`src/rtl/simple_uart_rx_pkg.sv`:
```
// Shared definitions for the UART receiver: FSM state encoding and
// bit-counter helpers.
package simple_uart_rx_pkg;

  // Receiver frame states
  typedef enum logic [1:0] {
    RX_IDLE  = 2'd0,
    RX_START = 2'd1,
    RX_DATA  = 2'd2,
    RX_STOP  = 2'd3
  } rx_state_e;

  // Bit counter covers up to 9 data bits or 2 stop bits
  localparam int BIT_CNT_W = 4;

  // Terminal value of the bit counter for a run of n bits
  function automatic logic [BIT_CNT_W-1:0] bit_last(input int n);
    return BIT_CNT_W'(n - 1);
  endfunction

endpackage

```
`src/rtl/simple_uart_rx_sync.sv`:
```
// Two-flop synchroniser for an asynchronous serial line. Both flops come
// out of reset at 1 so an idle line never looks like a falling edge.
module simple_uart_rx_sync (
  input  logic clk,
  input  logic rst,
  input  logic d,
  output logic q
);

  logic meta;

  // Double-register the asynchronous input, preset to the idle level
  always_ff @(posedge clk or posedge rst) begin
    if (rst) begin
      meta <= 1'b1;
      q    <= 1'b1;
    end else begin
      meta <= d;
      q    <= meta;
    end
  end

endmodule

```
`src/rtl/simple_uart_rx.sv`:
```
// UART receiver: oversamples rxd at clk, qualifies the start bit at its
// centre, samples each data/stop bit at its centre (LSB first), and hands
// good bytes to a valid/ready holding register. Framing errors and overruns
// are reported as single-cycle pulses.
//
// state    | meaning
// ---------+---------------------------------------------------------------
// RX_IDLE  | waiting for a 1->0 edge on the synchronised line
// RX_START | half-period wait, then confirm start bit is still low
// RX_DATA  | one full period per data bit, shift sample in LSB first
// RX_STOP  | one full period per stop bit, any low sample marks an error
module simple_uart_rx
  import simple_uart_rx_pkg::*;
#(
  parameter int BITS_DATA    = 8,
  parameter int STOP_BITS    = 1,
  parameter int COUNTER_BITS = 16
) (
  input  logic                    clk,
  input  logic                    rst,
  input  logic [COUNTER_BITS-1:0] cfg_counter_div,
  input  logic                    rxd,
  output logic [BITS_DATA-1:0]    axis_data,
  output logic                    axis_valid,
  input  logic                    axis_ready,
  output logic                    frame_err,
  output logic                    overrun
);

  logic                    rxd_s;
  logic                    rxd_q;
  logic                    start_edge;

  rx_state_e               state_q;
  rx_state_e               state_d;

  logic [COUNTER_BITS-1:0] cnt_q;
  logic [COUNTER_BITS-1:0] div_q;
  logic                    cnt_done;

  logic [BIT_CNT_W-1:0]    bit_cnt_q;
  logic                    last_data;
  logic                    last_stop;

  logic [BITS_DATA-1:0]    shift_q;
  logic                    err_q;

  logic                    load_half;
  logic                    load_full;
  logic                    shift_en;
  logic                    stop_smp;
  logic                    frame_end;
  logic                    frame_bad;
  logic                    handshake;

  simple_uart_rx_sync u_sync (
    .clk (clk),
    .rst (rst),
    .d   (rxd),
    .q   (rxd_s)
  );

  // Previous synchronised level, used to find the start edge. A line held
  // low (break) produces no new edge until it has gone high again.
  always_ff @(posedge clk or posedge rst) begin
    if (rst) begin
      rxd_q <= 1'b1;
    end else begin
      rxd_q <= rxd_s;
    end
  end

  assign start_edge = rxd_q & ~rxd_s;
  assign cnt_done   = (cnt_q == '0);
  assign last_data  = (bit_cnt_q == bit_last(BITS_DATA));
  assign last_stop  = (bit_cnt_q == bit_last(STOP_BITS));

  // FSM state register
  always_ff @(posedge clk or posedge rst) begin
    if (rst) begin
      state_q <= RX_IDLE;
    end else begin
      state_q <= state_d;
    end
  end

  // Next-state and datapath strobes
  always_comb begin
    state_d   = state_q;
    load_half = 1'b0;
    load_full = 1'b0;
    shift_en  = 1'b0;
    stop_smp  = 1'b0;
    frame_end = 1'b0;
    unique case (state_q)
      RX_IDLE: begin
        if (start_edge) begin
          state_d   = RX_START;
          load_half = 1'b1;
        end
      end
      RX_START: begin
        if (cnt_done) begin
          if (rxd_s) begin
            state_d = RX_IDLE;
          end else begin
            state_d   = RX_DATA;
            load_full = 1'b1;
          end
        end
      end
      RX_DATA: begin
        if (cnt_done) begin
          shift_en  = 1'b1;
          load_full = 1'b1;
          if (last_data) begin
            state_d = RX_STOP;
          end
        end
      end
      RX_STOP: begin
        if (cnt_done) begin
          stop_smp  = 1'b1;
          load_full = 1'b1;
          if (last_stop) begin
            state_d   = RX_IDLE;
            frame_end = 1'b1;
          end
        end
      end
      default: state_d = RX_IDLE;
    endcase
  end

  // Bit-period down-counter; the divider is captured at the start edge so
  // reprogramming mid-frame cannot disturb the frame in flight
  always_ff @(posedge clk or posedge rst) begin
    if (rst) begin
      cnt_q <= '0;
      div_q <= '0;
    end else if (load_half) begin
      cnt_q <= cfg_counter_div >> 1;
      div_q <= cfg_counter_div;
    end else if (load_full) begin
      cnt_q <= div_q;
    end else if (!cnt_done) begin
      cnt_q <= cnt_q - 1'b1;
    end
  end

  // Bit counter, shared between the data phase and the stop phase
  always_ff @(posedge clk or posedge rst) begin
    if (rst) begin
      bit_cnt_q <= '0;
    end else if (load_half) begin
      bit_cnt_q <= '0;
    end else if (shift_en) begin
      bit_cnt_q <= last_data ? '0 : bit_cnt_q + 1'b1;
    end else if (stop_smp) begin
      bit_cnt_q <= last_stop ? '0 : bit_cnt_q + 1'b1;
    end
  end

  // Data shift register, LSB arrives first so new bits enter at the top
  always_ff @(posedge clk or posedge rst) begin
    if (rst) begin
      shift_q <= '0;
    end else if (shift_en) begin
      if (BITS_DATA > 1) begin
        shift_q <= {rxd_s, shift_q[BITS_DATA-1:1]};
      end else begin
        shift_q <= rxd_s;
      end
    end
  end

  // Sticky stop-bit error for the current frame
  always_ff @(posedge clk or posedge rst) begin
    if (rst) begin
      err_q <= 1'b0;
    end else if (load_half) begin
      err_q <= 1'b0;
    end else if (stop_smp && !rxd_s) begin
      err_q <= 1'b1;
    end
  end

  // The final stop sample is folded in directly so the verdict is ready in
  // the same cycle the frame ends
  assign frame_bad = err_q | ~rxd_s;
  assign handshake = axis_valid & axis_ready;

  // Holding register and single-cycle status pulses
  always_ff @(posedge clk or posedge rst) begin
    if (rst) begin
      axis_data  <= '0;
      axis_valid <= 1'b0;
      frame_err  <= 1'b0;
      overrun    <= 1'b0;
    end else begin
      frame_err <= 1'b0;
      overrun   <= 1'b0;
      if (handshake) begin
        axis_valid <= 1'b0;
      end
      if (frame_end) begin
        if (frame_bad) begin
          frame_err <= 1'b1;
        end else if (!axis_valid || axis_ready) begin
          axis_data  <= shift_q;
          axis_valid <= 1'b1;
        end else begin
          overrun <= 1'b1;
        end
      end
    end
  end

endmodule

```
`config.mk`:
```
export PLATFORM = sky130hd
export DESIGN_NAME = simple_uart_rx
export DESIGN_NICKNAME = d
export VERILOG_FILES = /design/src/rtl/simple_uart_rx_pkg.sv /design/src/rtl/simple_uart_rx_sync.sv /design/src/rtl/simple_uart_rx.sv
export SDC_FILE = /design/constraint.sdc
export NUM_CORES = 1
export LEC_CHECK = 0
export ABC_CLOCK_PERIOD_IN_PS = 2250
export CORE_ASPECT_RATIO = 1.4
export CORE_UTILIZATION = 50
export CTS_CLUSTER_SIZE = 20
export DETAILED_ROUTE_END_ITERATION = 8
export GPL_ROUTABILITY_DRIVEN = 0
export PLACE_DENSITY = 0.85
export REMOVE_ABC_BUFFERS = 1
export SYNTH_ARGS = -nofsm -noshare
export SYNTH_HDL_FRONTEND = slang
export SYNTH_SLANG_ARGS = --single-unit
```
`constraint.sdc`:
```
create_clock -name clk -period 2.25 [get_ports clk]
set_clock_uncertainty 0.1 [all_clocks]
set_input_delay 0.675 -clock clk [delete_from_list [all_inputs] [get_ports clk]]
set_output_delay 0.675 -clock clk [all_outputs]
set_load 0.05 [all_outputs]
```
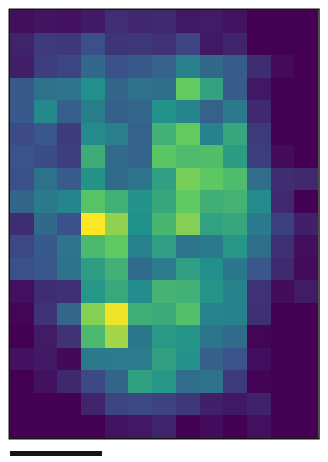
Fig. 1. Routed metal per tile (run 1).
Bar = 20 um. 13 x 19 tiles, from dark purple (low) to yellow (high), scaled to the fullest tile. Values are wire area over tile area, all layers added.
The fullest tile reaches 0.58. The emptiest ninth of the die: lower right. The mean over all tiles is 0.17. 17% of the tiles are nearly empty. 22% of the tiles are over half the peak. The densest ninth of the die: centre.

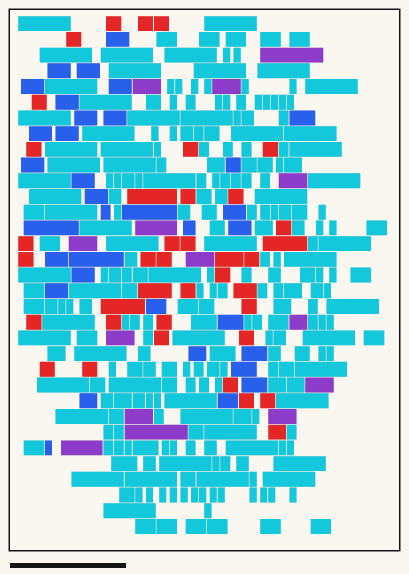
Fig. 2. Cell sizes after repair (run 1).
Bar = 20 um.
Key: purple = x6 and larger [cells 14]; blue = x2 [cells 34]; cyan = x1 and smaller [cells 256]; red = x3 and x4 [cells 38]

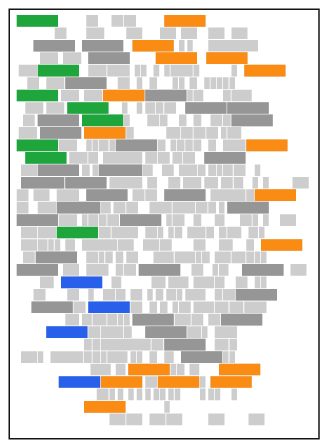
Fig. 3. Sequential cells grouped by signal name (run 1).
Other sequential cells in the stronger grey, the rest of the logic in the fainter grey.
Key: green = `shift_q` [flops 8, where upper left]; blue = `bit_cnt_q` [flops 4, where lower left]; orange = `div_q` [flops 16]
Another 33 sequential cells are not coloured.

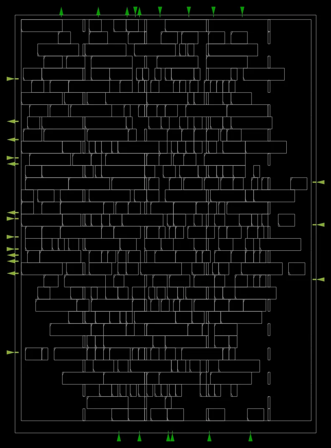
Fig. 4. Placement view (run 1).
Tapcells: 70
number of placement rows: 33
flop share of the area: 41.5%
FF+latch count: 61
fillcell total: 457

==> summary.txt, run 1 <==
From the run reports.

- The number of cells in Yosys stat is 294.
- The top flip-flop cell by instance count after synthesis is sky130_fd_sc_hd__dfrtp_1.
- Per STA, the endpoint of the critical path is cnt_q[10].
- The launching instance or port of the critical path reads cnt_q[0].
- TritonCTS built the clock tree.
- The reported max-cap violation count is 0.
- The layout contains a multi-input combinational cell count of 205.
- The share of the Yosys chip area taken by registers is 51.2%.
- The standard cell area after detailed placement is 3430 um2.
- Once iteration 0 of detailed routing completed, the report listed 186 DRC markers.
- In the power breakdown, the internal column shows 0.00240 W.
- Ranked by total area, the top cell class in this layout is flip-flops and latches.
- The and-or/or-and share of the synthesized area is about an eighth.
- The flow ran to the end, and the final reports show no timing, DRC or antenna violations.
- The wire length per cell after detailed routing reads 16.5 um.
- The number of endpoints failing setup at the final stage is 0.
- The total routed wire length on the met1 layer is 2.67 mm.
- Counting I/O delays and the setup requirement, the final critical path takes 2160 ps.
- Setup repair after global routing left no endpoint under its margin.
- The routing layer with the top usage in global route is met2.
- The max-slew headroom at the worst pin is 67.3%.
- The clock-pin slew reported for the worst setup and hold paths after clock tree synthesis is roughly 70 ps.
- The number of clock sinks reads 61.
- The synthesized design contains 0 enable-type register cells.
- The nature of the critical path startpoint is a flip-flop.
- Per the cell usage report, the commonest logic cells after layout are sky130_fd_sc_hd__dfrtp_1 (58), sky130_fd_sc_hd__nand2_1 (54), sky130_fd_sc_hd__buf_4 (29).
- The maximum level of the CTS H-tree is 3.
- The setup TNS after final layout reads 0 ps.
- The clock network accounts for a little under a third of the total power.
- Entering global routing, the biggest net connects 62 pins.
- Per the STA report, the cell with the highest stage delay on the worst path is sky130_fd_sc_hd__or4b_4.
- The final-layout non-clock buffer area share reads between 10% and 20%.
- The layout buffer count excluding clock buffers is 51.
- The dominant kind of combinational cell reads simple AND/OR/NAND/NOR gates.
- For the worst setup path, the data arrival time is 2290 ps.
- The highest-power group is registers.
- Overall routing resource usage recorded by global route was 24.0%.
- The synthesized design contains 61 register bits.
- The Yosys warning count is 0.
- The fraction of power spent switching nets reads 32.9%.
- The total number of cells along the worst setup path reads 6.
- The power drawn by the clock network is 0.00109 W.
- The number of placed instances, taps included reads 395.
- The origin of the critical flop-to-flop path is cnt_q[0].
- The cell depth of the worst flop-to-flop path is 6.
- The post-synthesis share of cell area spent on full adders, half adders and majority gates is 1.67%.
- The clock reaches the later pin of the worst-skew pair after 350 ps.
- The number of antenna violations at the first check in global routing reads 0.
- The starting density of the core reads 51.3%.
- The setup slack at placement reads 51.1 ps.
- For this run, asynchronously set or reset flops after synthesis account for 100%.
- The met3 usage reads about 6.0%.
- The met1 layer usage reported by global route is 28.4%.
- The origin of the worst min-delay path reads u_sync.meta.
- The first detailed-routing pass ran for 4 iterations.
- Summed over all nets, wire length on met2 after detailed routing comes to approximately 3.7 mm.
- The logic gate fraction of the total cell area is roughly 37%.
- Timing would allow up to 463 MHz.
- In this run the biggest area consumer among cell types represents 48.6% of the synthesized area.
- Per the timing report, the biggest fanout along the worst path comes to 4.
- The stage logs contain a warning count of 27.
- The type of destination of the critical path is a flip-flop.
- The number of unique standard cell types used by synthesis is 51.
- The actual slew at the worst max-slew pin reads 492 ps.
- The clock passes through at most 2 buffers.
- Across all hold checks on the routed design, the worst slack comes to 258 ps.
- The count of non-filler cells in the finished layout reads 412.
- The share of total power in sequential cells reads 46.0%.
- The number of inverters outside the clock class in the layout reads 9.
- Yosys reports a chip area of 2990 um2.
- The storage element area is 1530 um2.
- By count the netlist is led by sky130_fd_sc_hd__dfrtp_1 (58), sky130_fd_sc_hd__nand2_1 (54), sky130_fd_sc_hd__mux2_2 (18).
- For reference, the critical path cell chain is inv_1 -> ha_1 -> or4b_4 -> or4_1 -> xor2_1 -> o211ai_2.
- Dividing total power by cell area gives a power density of around 970 nW/um2.
- The endpoint identified for the worst register-to-register timing path is cnt_q[10].
- The category of the most critical setup path reads reg -> reg.
- The tally of clock buffers in the finished layout reads 9.
- The cell area after layout reads ~3700 um2.
- The repair_antennas step left the layout with diodes totalling 0.
- The most frequent standard cell in the layout excluding fill and tap cells is sky130_fd_sc_hd__dfrtp_1.
- The hold path endpoint reads u_sync.q.
- met2 track demand over resource after global routing is slightly above 40%.
- The type of the most critical hold path reads reg -> reg.
- Once the clock tree was built, the setup fixing pass inserted 0 buffers.
- The total half-perimeter wirelength after legalization and detailed placement reads ~4.5 mm.
- The per-cell via count in the routed design reads ~5.8.
- In the final layout, the multi-input gates occupy 1360 um2.
- 31 I/O pins were placed.
- The synthesized netlist occupies a cell area of about 3000 um2.
- The die height is 93.5 um.
==> run 2, diff against run 1 <==
==> constraint.sdc (replaced) <==
create_clock -name clk -period 2.25 [get_ports clk]
set_clock_uncertainty 0.1 [all_clocks]
set_input_delay 0.45 -clock clk [delete_from_list [all_inputs] [get_ports clk]]
set_output_delay 0.45 -clock clk [all_outputs]
set_load 0.05 [all_outputs]
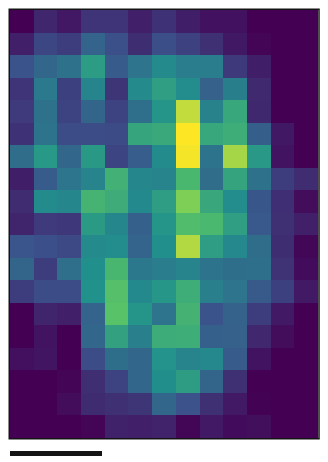
Fig. 5. Routed metal per tile (run 2).
Bar = 20 um. 13 x 19 tiles, from dark purple (low) to yellow (high), scaled to the fullest tile. Values are wire area over tile area, all layers added.
The mean over all tiles is 0.18. The densest ninth of the die: centre. 17% of the tiles are over half the peak. 17% of the tiles are nearly empty. The fullest tile reaches 0.63.

==> run 2 against run 1 <==
Net effect: cell area up 1.7%; setup slack got worse by 27 ps; flip-flop count stayed put; combinational power grew 1%; sequential share of layout area fell by 0.68 points; clock-buffer cell count up 2; clock power is about 10% higher; final cell count decreased by 0.24%; synthesized area unchanged; largest cell class unchanged.
==> summary.txt, run 2 <==
From the run reports.

- The post-synth design cell area is 2990 um2 (unchanged).
- The per-instance average area after synthesis reads 10.2 um2 (unchanged).
- The number of inverters outside the clock class in the layout is 9 (unchanged).
- The global-route total usage across every layer is 24.5% (was 24.0%).
- The top flip-flop cell by instance count after synthesis is sky130_fd_sc_hd__dfrtp_1 (unchanged).
- The fraction of power spent switching nets reads 31.5% (was 32.9%).
- The nature of the critical path startpoint is a flip-flop (unchanged).
- The highest-power group reads registers (unchanged).
- Run status: complete, no violations (unchanged).
- The layout multi-input combinational cell count was 205 (unchanged).
- The number of tap cells inserted was 70 (unchanged).
- The max-slew headroom at the worst pin is 66.1% (was 67.3%).
- The cell depth of the worst flop-to-flop path reads 6 (unchanged).
- The number of DRC markers after the initial detailed-route iteration reads 131 (was 186).
- The type of the most critical hold path was reg -> reg (unchanged).
- The antenna diode instance count is 0 (unchanged).
- The worst hold slack after final layout reads 258 ps (about the same).
- The area fraction in xor and xnor cells is 1.47% (unchanged).
- The routing layer with the top usage in global route is met2 (unchanged).
- The cell area after layout is 3750 um2 (was 3680 um2).
- The origin of the worst min-delay path is u_sync.meta (unchanged).
- The end point of the critical path reads cnt_q[10] (unchanged).
- The Yosys warning count is 0 (unchanged).
- The row count is 33 (unchanged).
- The layout buffer count excluding clock buffers is 50 (was 51).
- The maximum level of the CTS H-tree reads 3 (unchanged).
- The total half-perimeter wirelength after legalization and detailed placement is 4.59 mm (was 4.51 mm).
- The buffers inserted during post-CTS setup optimization is 0 (unchanged).
- The logic gate fraction of the total cell area reads 36.3% (was 36.8%).
- The count of flip-flops with a built-in enable after synthesis reads 0 (unchanged).
- The root buffer cell reads sky130_fd_sc_hd__clkbuf_8 (unchanged).
- The and-or/or-and share of the synthesized area is 11.8% (unchanged).
- The type of destination of the critical path reads a flip-flop (unchanged).
- The yosys stat chip area is 2990 um2 (unchanged).
- The number of antenna violations at the first check in global routing was 0 (unchanged).
- The total routed wire length on the met1 layer reads 2.75 mm (was 2.67 mm).
- The reported max-cap violation count is 0 (unchanged).
- The source-to-sink clock delay at the later pin of the worst-skew pair was 350 ps (about the same).
- The met2 routed wirelength reads 3.74 mm (was 3.68 mm).
- The number of buffers inserted by hold repair at cts was 0 (unchanged).
- The fraction of power consumed by the clock network is 33.3% (was 30.5%).
- The per-cell via count in the routed design was 6.00 (was 5.78).
- The cell with the largest stage delay on the worst path is sky130_fd_sc_hd__or4b_1 (was sky130_fd_sc_hd__or4b_4).
- The most frequent standard cell in the layout excluding fill and tap cells reads sky130_fd_sc_hd__dfrtp_1 (unchanged).
- The final-layout non-clock buffer area share is 12.7% (was 12.4%).
- The number of unique standard cell types used by synthesis is 51 (unchanged).
- The area taken by multi-input logic gates reads 1360 um2 (about the same).
- The met2 layer usage reported by global route reads 42.4% (was 40.3%).
- The end of the worst register-to-register path reads cnt_q[10] (unchanged).
- The setup slack at placement is 38.7 ps (was 51.1 ps).
- Top cells by count: sky130_fd_sc_hd__dfrtp_1 (58), sky130_fd_sc_hd__nand2_1 (54), sky130_fd_sc_hd__mux2_2 (18) (unchanged).
- The maximum clock path buffer count reads 2 (unchanged).
- The origin of the critical flop-to-flop path was cnt_q[0] (unchanged).
- The post-synthesis share of cell area spent on full adders, half adders and majority gates reads 1.67% (unchanged).
- The share of the synthesized area in the top cell type reads 48.6% (unchanged).
- The power density relative to cell area is 1000 nW/um2 (was 972 nW/um2).
- Worst path cell trace: inv_1 -> ha_1 -> or4b_1 -> or4_4 -> xor2_2 -> o211ai_2 (was inv_1 -> ha_1 -> or4b_4 -> or4_1 -> xor2_1 -> o211ai_2).
- The actual slew at the worst max-slew pin is 507 ps (was 492 ps).
- The CTS tree reads yes (unchanged).
- The number of cells in Yosys stat reads 294 (unchanged).
- The post-route minimum period is 2190 ps (was 2160 ps).
- Highest-count cells in the layout ignoring fill and taps: sky130_fd_sc_hd__dfrtp_1 (58), sky130_fd_sc_hd__nand2_1 (54), sky130_fd_sc_hd__clkdlybuf4s50_1 (30) (was sky130_fd_sc_hd__dfrtp_1 (58), sky130_fd_sc_hd__nand2_1 (54), sky130_fd_sc_hd__buf_4 (29)).
- The number of endpoints failing setup at the final stage reads 0 (unchanged).
- The cell kind with the greatest summed area is flip-flops and latches (unchanged).
- The standard cell area after detailed placement was 3450 um2 (was 3430 um2).
- The share of synthesized area occupied by flip-flops and latches reads 51.2% (unchanged).
- The met3 usage reads 5.73% (was 5.98%).
- The number of top-level design ports reads 31 (unchanged).
- The total number of cells along the worst setup path is 6 (unchanged).
- The number of placed instances, taps included is 394 (was 395).
- The category of the most critical setup path is reg -> reg (unchanged).
- The launching instance or port of the critical path is cnt_q[0] (unchanged).
- The die height is 93.5 um (unchanged).
- The clock-pin slew reported for the worst setup and hold paths after clock tree synthesis is 70 ps (about the same).
- The sequential cell count was 61 (unchanged).
- The wire length per cell after detailed routing reads 17.0 um (was 16.5 um).
- The proportion of register bits with asynchronous set or reset after synthesis is 100% (unchanged).
- The share of total power in sequential cells is 44.1% (was 46.0%).
- The worst-path maximum fanout reads 4 (unchanged).
- The starting density of the core is 51.3% (unchanged).
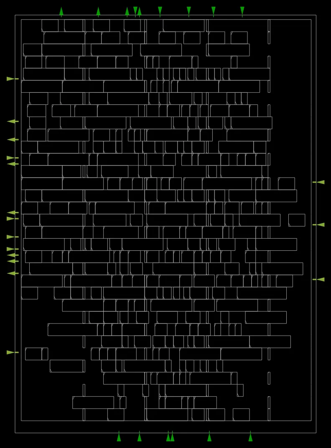
Fig. 6. Placement view (run 2).
post-layout utilization of the core: 64.3%
area of the core: 5820 um2
flop share of the area: 40.8%
fillcell total: 435
number of standard cells in the final layout excluding fillers: 411

Power is estimated from default activity; no workload was simulated.
